==> images/layer_met1.png <==
(4 px per micron) Supply wires on this layer in grey. Cells faint in the background.
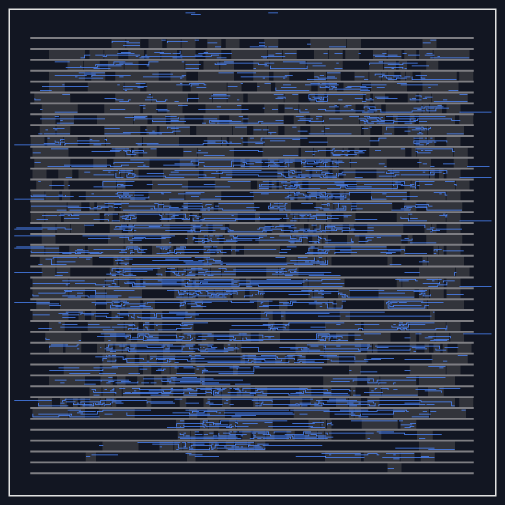
==> images/layer_met2.png <==
(4 px per micron)
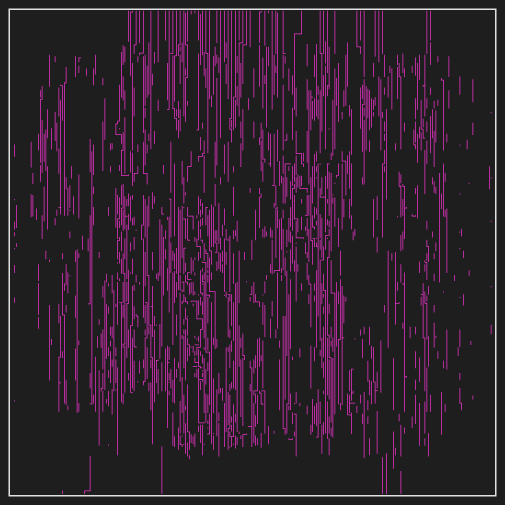
==> images/layer_met3.png <==
(4 px per micron) Cells faint in the background.
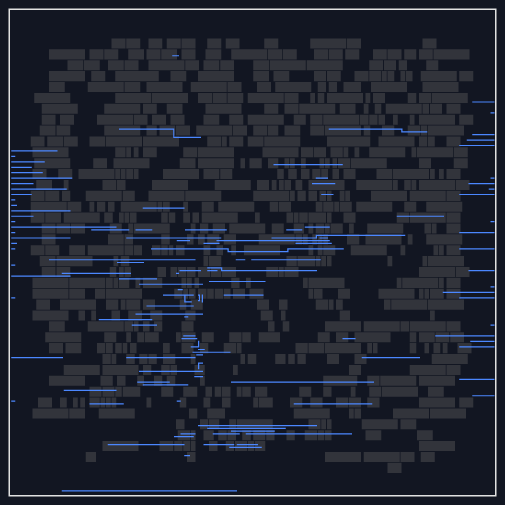
==> images/layer_met4.png <==
(3 px per micron) Supply wires on this layer in grey. Cells faint in the background.
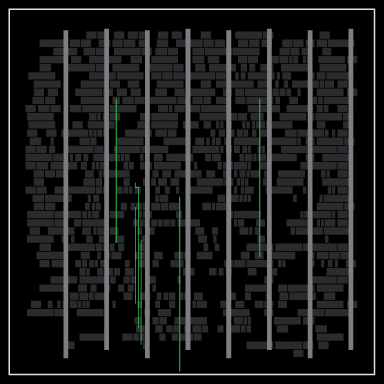
==> images/congestion.png <==
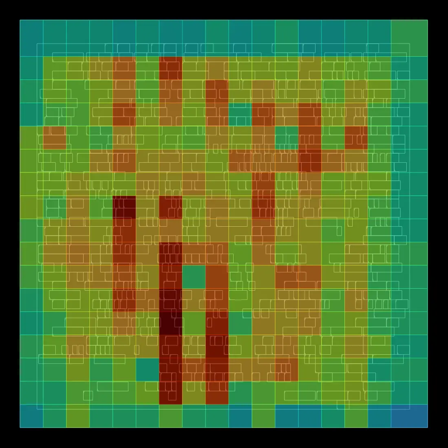
==> config.mk <==
export PLATFORM = sky130hd
export DESIGN_NAME = csi2_frame_gate
export DESIGN_NICKNAME = d
export VERILOG_FILES = /design/src/rtl/csi2_frame_gate.sv
export SDC_FILE = /design/constraint.sdc
export NUM_CORES = 1
export LEC_CHECK = 0
export CORE_MARGIN = 5
export CORE_UTILIZATION = 45
export CTS_CLUSTER_SIZE = 14
export DETAILED_ROUTE_END_ITERATION = 12
export PLACE_DENSITY = 0.7
export SYNTH_ARGS = -nofsm -noshare
export SYNTH_HDL_FRONTEND = slang
export SYNTH_SLANG_ARGS = --single-unit
==> constraint.sdc <==
create_clock -name px_clk_i -period 6.8 [get_ports px_clk_i]
set_input_delay 0.68 -clock px_clk_i [delete_from_list [all_inputs] [get_ports px_clk_i]]
set_output_delay 0.68 -clock px_clk_i [all_outputs]
set_load 0.05 [all_outputs]
==> src/rtl/csi2_frame_gate.sv <==
// Whole-frame gate for CSI-2 pixel AXI4-Stream: 1-cycle register slice, SOF-aligned
// enable, per-frame width/height measurement and sticky framing error flags.
module csi2_frame_gate #(
    parameter int DATA_WIDTH = 16,
    parameter int ID_WIDTH   = 1,
    parameter int DEST_WIDTH = 1,
    parameter int CNT_WIDTH  = 13
) (
    input  logic                    px_clk_i,
    input  logic                    rst_n_i,
    input  logic                    enable_i,
    input  logic                    clear_err_i,
    input  logic [DATA_WIDTH-1:0]   s_tdata_i,
    input  logic [DATA_WIDTH/8-1:0] s_tstrb_i,
    input  logic [DATA_WIDTH/8-1:0] s_tkeep_i,
    input  logic                    s_tuser_i,
    input  logic [ID_WIDTH-1:0]     s_tid_i,
    input  logic [DEST_WIDTH-1:0]   s_tdest_i,
    input  logic                    s_tlast_i,
    input  logic                    s_tvalid_i,
    output logic                    s_tready_o,
    output logic [DATA_WIDTH-1:0]   m_tdata_o,
    output logic [DATA_WIDTH/8-1:0] m_tstrb_o,
    output logic [DATA_WIDTH/8-1:0] m_tkeep_o,
    output logic                    m_tuser_o,
    output logic [ID_WIDTH-1:0]     m_tid_o,
    output logic [DEST_WIDTH-1:0]   m_tdest_o,
    output logic                    m_tlast_o,
    output logic                    m_tvalid_o,
    input  logic                    m_tready_i,
    output logic [CNT_WIDTH-1:0]    frame_width_o,
    output logic [CNT_WIDTH-1:0]    frame_height_o,
    output logic                    res_valid_o,
    output logic [15:0]             frame_cnt_o,
    output logic                    line_len_err_o,
    output logic                    sof_mid_line_err_o
);
    localparam int KW = DATA_WIDTH / 8;

    typedef enum logic [0:0] {WAIT_SOF, PASS} state_e;

    function automatic logic [CNT_WIDTH-1:0] sat_inc(input logic [CNT_WIDTH-1:0] v);
        return (&v) ? v : v + 1'b1;
    endfunction

    state_e                  state_q, state_d;
    logic                    acc, fwd, fcnt_inc;
    logic [DATA_WIDTH-1:0]   m_tdata_q;
    logic [KW-1:0]           m_tstrb_q, m_tkeep_q;
    logic                    m_tuser_q, m_tlast_q, m_tvalid_q;
    logic [ID_WIDTH-1:0]     m_tid_q;
    logic [DEST_WIDTH-1:0]   m_tdest_q;
    logic [15:0]             frame_cnt_q;
    logic [CNT_WIDTH-1:0]    beat_cnt_q, beat_cnt_d, line_cnt_q, line_cnt_d;
    logic [CNT_WIDTH-1:0]    ref_width_q, ref_width_d, width_q, width_d, height_q, height_d;
    logic [CNT_WIDTH-1:0]    beat_base, line_base, line_len;
    logic                    res_valid_q, res_valid_d, sof_seen_q, sof_seen_d;
    logic                    len_err_q, sof_err_q, len_err_set, sof_err_set;

    assign s_tready_o = !m_tvalid_q | m_tready_i;
    assign acc        = s_tvalid_i & s_tready_o;

    // Gating decisions are only taken on SOF beats, so frames are never cut short.
    always_comb begin
        state_d  = state_q;
        fwd      = 1'b0;
        fcnt_inc = 1'b0;
        case (state_q)
            WAIT_SOF: begin
                if (acc && s_tuser_i && enable_i) begin
                    fwd      = 1'b1;
                    fcnt_inc = 1'b1;
                    state_d  = PASS;
                end
            end
            PASS: begin
                if (acc && s_tuser_i) begin
                    if (enable_i) begin
                        fwd      = 1'b1;
                        fcnt_inc = 1'b1;
                    end else begin
                        state_d = WAIT_SOF;
                    end
                end else begin
                    fwd = acc;
                end
            end
            default: state_d = WAIT_SOF;
        endcase
    end

    // An SOF beat restarts the frame and counts as beat 1 of its first line.
    always_comb begin
        beat_cnt_d  = beat_cnt_q;
        line_cnt_d  = line_cnt_q;
        ref_width_d = ref_width_q;
        width_d     = width_q;
        height_d    = height_q;
        res_valid_d = 1'b0;
        sof_seen_d  = sof_seen_q;
        len_err_set = 1'b0;
        sof_err_set = 1'b0;
        beat_base   = s_tuser_i ? '0 : beat_cnt_q;
        line_base   = s_tuser_i ? '0 : line_cnt_q;
        line_len    = sat_inc(beat_base);
        if (acc) begin
            if (s_tuser_i) begin
                sof_seen_d  = 1'b1;
                sof_err_set = (beat_cnt_q != '0);
                if (line_cnt_q != '0) begin
                    width_d     = ref_width_q;
                    height_d    = line_cnt_q;
                    res_valid_d = 1'b1;
                end
                line_cnt_d  = '0;
                ref_width_d = '0;
            end
            if (s_tlast_i) begin
                beat_cnt_d = '0;
                // Lines seen before the first SOF after reset belong to no measurable frame.
                if (sof_seen_d) begin
                    line_cnt_d = sat_inc(line_base);
                    if (line_base == '0) begin
                        ref_width_d = line_len;
                    end else if (line_len != ref_width_q) begin
                        len_err_set = 1'b1;
                    end
                end
            end else begin
                beat_cnt_d = line_len;
            end
        end
    end

    always_ff @(posedge px_clk_i or negedge rst_n_i) begin
        if (!rst_n_i) begin
            state_q     <= WAIT_SOF;
            m_tdata_q   <= '0;
            m_tstrb_q   <= '0;
            m_tkeep_q   <= '0;
            m_tuser_q   <= 1'b0;
            m_tid_q     <= '0;
            m_tdest_q   <= '0;
            m_tlast_q   <= 1'b0;
            m_tvalid_q  <= 1'b0;
            frame_cnt_q <= '0;
            beat_cnt_q  <= '0;
            line_cnt_q  <= '0;
            ref_width_q <= '0;
            width_q     <= '0;
            height_q    <= '0;
            res_valid_q <= 1'b0;
            sof_seen_q  <= 1'b0;
            len_err_q   <= 1'b0;
            sof_err_q   <= 1'b0;
        end else begin
            state_q <= state_d;
            if (fwd) begin
                m_tdata_q  <= s_tdata_i;
                m_tstrb_q  <= s_tstrb_i;
                m_tkeep_q  <= s_tkeep_i;
                m_tuser_q  <= s_tuser_i;
                m_tid_q    <= s_tid_i;
                m_tdest_q  <= s_tdest_i;
                m_tlast_q  <= s_tlast_i;
                m_tvalid_q <= 1'b1;
            end else if (m_tready_i) begin
                m_tvalid_q <= 1'b0;
            end
            if (fcnt_inc) begin
                frame_cnt_q <= frame_cnt_q + 16'd1;
            end
            beat_cnt_q  <= beat_cnt_d;
            line_cnt_q  <= line_cnt_d;
            ref_width_q <= ref_width_d;
            width_q     <= width_d;
            height_q    <= height_d;
            res_valid_q <= res_valid_d;
            sof_seen_q  <= sof_seen_d;
            len_err_q   <= len_err_set | (len_err_q & ~clear_err_i);
            sof_err_q   <= sof_err_set | (sof_err_q & ~clear_err_i);
        end
    end

    assign m_tdata_o          = m_tdata_q;
    assign m_tstrb_o          = m_tstrb_q;
    assign m_tkeep_o          = m_tkeep_q;
    assign m_tuser_o          = m_tuser_q;
    assign m_tid_o            = m_tid_q;
    assign m_tdest_o          = m_tdest_q;
    assign m_tlast_o          = m_tlast_q;
    assign m_tvalid_o         = m_tvalid_q;
    assign frame_width_o      = width_q;
    assign frame_height_o     = height_q;
    assign res_valid_o        = res_valid_q;
    assign frame_cnt_o        = frame_cnt_q;
    assign line_len_err_o     = len_err_q;
    assign sof_mid_line_err_o = sof_err_q;
endmodule

==> results.ini <==
[run]
warning_count=27
max_cap_violations=0

[critical_path]
cp-start-kind=input pin
arrival_ps=4180
crit_path_max_incr_delay_ps=780
cp_max_fo=20
endpoint_kind=register
worstReg2RegEnd=line_len_err_o$_DFF_PN0_
required_ps=7010

[die]
dieArea_sq_um=14700
ios=101
rows=40

[layout]
layout_top_cell=dfrtp_1
fin_nets=662

[synthesis]
syn_nets=576
largest_area_cell=dfrtp_1
syn_inst=542
yosys.stat.chipArea_sq_um=5570
synth_flops=111
syn_area_sq_um=5570
synthDistinctLibCells=66
most_common_cell=dfrtp_1
area_leaders=dfrtp_1 (50%), mux2_2 (7.9%), nand2_1 (4.9%)
ys_top_logic_family=simple AND/OR/NAND/NOR gates
yosys.area.top_type_share=0.499

[timing]
min_period_ps=3970
setup_tns_ps=0
timing.fmax_mhz=252
timing.final.ws_setup_ps=2830

[outcome]
status=complete, no violations

[global_routing]
grt_max_degree=88
grt_pass1_wl_microns=24300
grt_pass1_vias=4473

[route]
routed-wl-met3_microns=1160
m1WireLength_microns=6780
detail_route.wl_per_cell_microns=18.8
ant_nets=0
remaining_drc_errors=0

[power]
powerDensity_nw_per_um2=305
pwr-share-seq=0.388
pwr-share-comb=0.343
p_int_mw=1.34

[clocking]
htreeDepth=3
insertion_delay_ps=360
cts_buffers=9
hold_buffers=0

[placed_design]
placed_cells=785

-- layer_met1.png (at the start) --
main direction	horizontal
share of all routed wire	45%
nets with wire on the layer	608
wire length on this layer	6780 microns

-- layer_met2.png (at the start) --
share of all routed wire	45%
longest straight run	63.2 microns
wire length on this layer	6850 microns
main direction	vertical
nets with wire on the layer	561

-- layer_met3.png (at the start) --
share of all routed wire	7.7%
main direction	horizontal
longest straight run	43.5 microns
nets with wire on the layer	98

-- layer_met4.png (at the start) --
longest straight run	57.8 microns
share of all routed wire	1.8%
main direction	vertical

-- congestion.png (at the start) --
GRT Overall Usage: 0.211
met3 Track Usage GR: 0.0513

[power groups by stage]
stage               clock [mW]  sequential, mW  combinational (mW)
floorplan                    0            1.13               0.180
global placement             0           0.834               0.728
detailed placement           0           0.837               0.734
CTS                      0.592           0.825               0.738
global route             0.617           0.839               0.768
finish                   0.574           0.826               0.730
[cell type report]
| type | instances | area [sq um] |
|---|---|---|
| inverter | 17 | 63.8 |
| clock inverter | 6 | 92.6 |
| multi-input combinational | 386 | 2590 |
| tap | 168 | 210 |
| clock buffer | 10 | 229 |
| timing repair buffer | 103 | 1020 |
| fill | 1049 | 5070 |
| sequential | 111 | 2780 |
[worst register-to-register path, delay by kind of cell, from the launching register on]
kind                       cells  cell delay, ps
DFF                            1             500
and+or+nand+nor                3             970
adders and majority gates      1             490
AOI/OAI and AO/OA              4            1140
No activity file was given, so power comes from the tool's default toggle rates.
